## src/rtl/reg_file.sv

```systemverilog
// Register file with two combinational read ports carrying same-cycle write-through
// bypass, one registered debug read port, and a committed-write counter.
module reg_file #(
  parameter int DATA_W = 32,
  parameter int ADDR_W = 5
) (
  input  logic              clk,
  input  logic              rst_n,
  input  logic              we,
  input  logic [ADDR_W-1:0] waddr,
  input  logic [DATA_W-1:0] wdata,
  input  logic [ADDR_W-1:0] raddr1,
  output logic [DATA_W-1:0] rdata1,
  input  logic [ADDR_W-1:0] raddr2,
  output logic [DATA_W-1:0] rdata2,
  input  logic [ADDR_W-1:0] dbg_addr,
  output logic [DATA_W-1:0] dbg_data,
  output logic [15:0]       wr_cnt
);

  localparam int DEPTH = 1 << ADDR_W;

  logic [DATA_W-1:0] regs [DEPTH];
  logic              commit;

  // An X on we makes commit X, and every `if (commit)` below takes its
  // false branch, so an undefined enable cannot corrupt state in simulation.
  assign commit = (we == 1'b1) && (waddr != '0);

  always_ff @(posedge clk or negedge rst_n) begin
    if (!rst_n) begin
      for (int i = 0; i < DEPTH; i++) begin
        regs[i] <= '0;
      end
    end else if (commit) begin
      regs[waddr] <= wdata;
    end
  end

  always_comb begin
    rdata1 = regs[raddr1];
    if (!rst_n || (raddr1 == '0)) begin
      rdata1 = '0;
    end else if (commit && (raddr1 == waddr)) begin
      rdata1 = wdata;
    end
  end

  always_comb begin
    rdata2 = regs[raddr2];
    if (!rst_n || (raddr2 == '0)) begin
      rdata2 = '0;
    end else if (commit && (raddr2 == waddr)) begin
      rdata2 = wdata;
    end
  end

  // Debug port samples the stored (pre-write) value; it never sees the bypass.
  always_ff @(posedge clk or negedge rst_n) begin
    if (!rst_n) begin
      dbg_data <= '0;
    end else if (dbg_addr == '0) begin
      dbg_data <= '0;
    end else begin
      dbg_data <= regs[dbg_addr];
    end
  end

  always_ff @(posedge clk or negedge rst_n) begin
    if (!rst_n) begin
      wr_cnt <= '0;
    end else if (commit) begin
      wr_cnt <= wr_cnt + 16'd1;
    end
  end

endmodule

```

## config.mk

```make
export PLATFORM = sky130hd
export DESIGN_NAME = reg_file
export DESIGN_NICKNAME = d
export VERILOG_FILES = /design/src/rtl/reg_file.sv
export SDC_FILE = /design/constraint.sdc
export NUM_CORES = 2
export LEC_CHECK = 0
export ABC_CLOCK_PERIOD_IN_PS = 7240
export CORE_MARGIN = 10
export CORE_UTILIZATION = 45
export CTS_BUF_LIST = sky130_fd_sc_hd__clkbuf_2
export CTS_CLUSTER_SIZE = 8
export DETAILED_ROUTE_END_ITERATION = 7
export SLEW_MARGIN = 20
export SYNTH_ARGS = -nofsm -noshare
export SYNTH_HDL_FRONTEND = slang
export SYNTH_SLANG_ARGS = --single-unit
export TNS_END_PERCENT = 50
```

## constraint.sdc

```tcl
create_clock -name clk -period 7.24 [get_ports clk]
set_clock_uncertainty 0.15 [all_clocks]
set_input_delay 1.448 -clock clk [delete_from_list [all_inputs] [get_ports clk]]
set_output_delay 1.448 -clock clk [all_outputs]
set_load 0.03 [all_outputs]
```

==> images/clocks.png <==
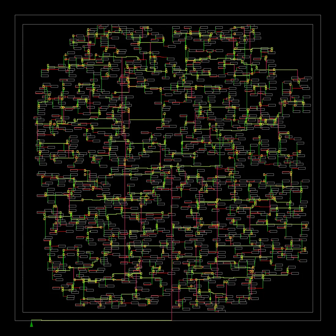
Num Clock Sinks: 1,072
clock latency on the worst-skew pair: 1800 ps
total CTS buffers: 314

==> ci_impl_report.md <==
## Synthesis and layout report

| Metric | Value |
|---|---|
| Area leader share | 42.2% |
| Non-clk buf share | 5.01% |
| Hold Fails Final Rpt | 0 |
| Register with the most flip-flops | regs |
| Worst Setup SP | waddr[1] |
| Critical path type | input pin to output pin |
| P_leak | 29.4 nW |
| Pins Over Slew Limit | 0 |
| Registers, synthesis | 1,072 |
| RR Endpoint | dbg_data[22]$_DFF_PN0_ |
| Met3 Resource Use GR | 8.77% |
| CTS Root Cell | clkbuf_2 |
| Overflow after GRT | 0 |
| DR pass1 iterations | 5 |
| Least-Margin Pin Slew | 1260 ps |
| Die width | 396 um |
| Vias in the first global route | 44,200 |
| Final ANT Viol Nets | 0 |
| Placed cell area | 67,600 um^2 |
| Commonest register cell after synthesis | dfrtp_1 |
| Yosys cell types | 44 |
| Hold WS | 164 ps |
| Final Instance Area | 70,200 um^2 |
| Total Nets Final | 4,225 |
| Layout clock buffers | 446 |
| Largest area contributor in the netlist | dfrtp_1 |
| Crit path DRT | 5640 ps |
| Layout cells sized above 1 | 59.3% |
| AO/OA Area Share | 3.97% |
| Routed vias | 42,900 |
| MI comb area | 34,800 um^2 |
| Slew margin rel. | 16.1% |
| Post-layout minimum cycle time | 6930 ps |
| Maximum vdd ir drop | 0.000132 V |
| Highest clock rate | 0.144 GHz |
| Yosys Chip Area | 63,500 um^2 |
| Switching share of power | 33.1% |
| Std cell rows | 137 |
| CTS H-Tree Depth | 5 |
| Logic power comb | 4.96 mW |
| Yosys Instances | 4,015 |
| Crit share post-route | 95.7% |
| Non-clk invs | 37 |
| Top Layout Cells | dfrtp_1 (1,072), mux2_2 (993), mux4_2 (864), clkbuf_2 (446), buf_4 (150) |
| Post-CTS resize count | 0 |
| Dominant comb cell | multiplexers |
| Reg area | 26,800 um^2 |
| Mapped Cells | 4,015 |
| Flop pwr share | 46.5% |
| Status | finished clean |
| DIE HEIGHT | 396 um |
==> images/wires.png <==
Bar = 100 um.
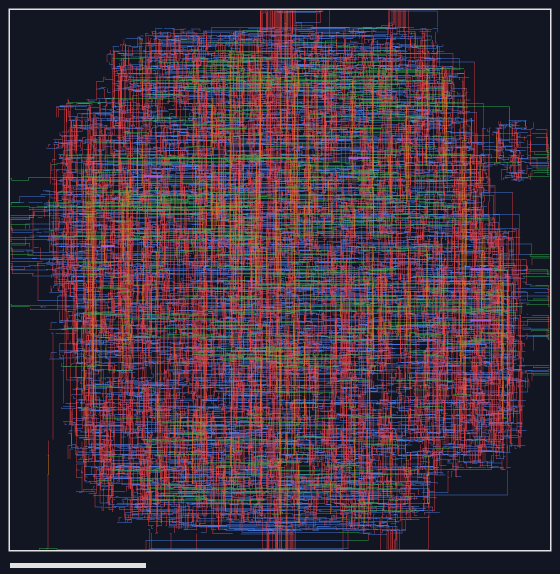
layer	colour	wire length
metal 4	orange	10,300 um
metal 3	green	23.1 mm
metal 5	purple	61.6 um
metal 1	blue	90.2 mm
metal 2	red	102 mm
post-DR wirelength/cell: 36.2 um
GRT Total Usage: 28.7%
total length of routed wires: 226,000 um

Power and IR drop assume default switching activity.
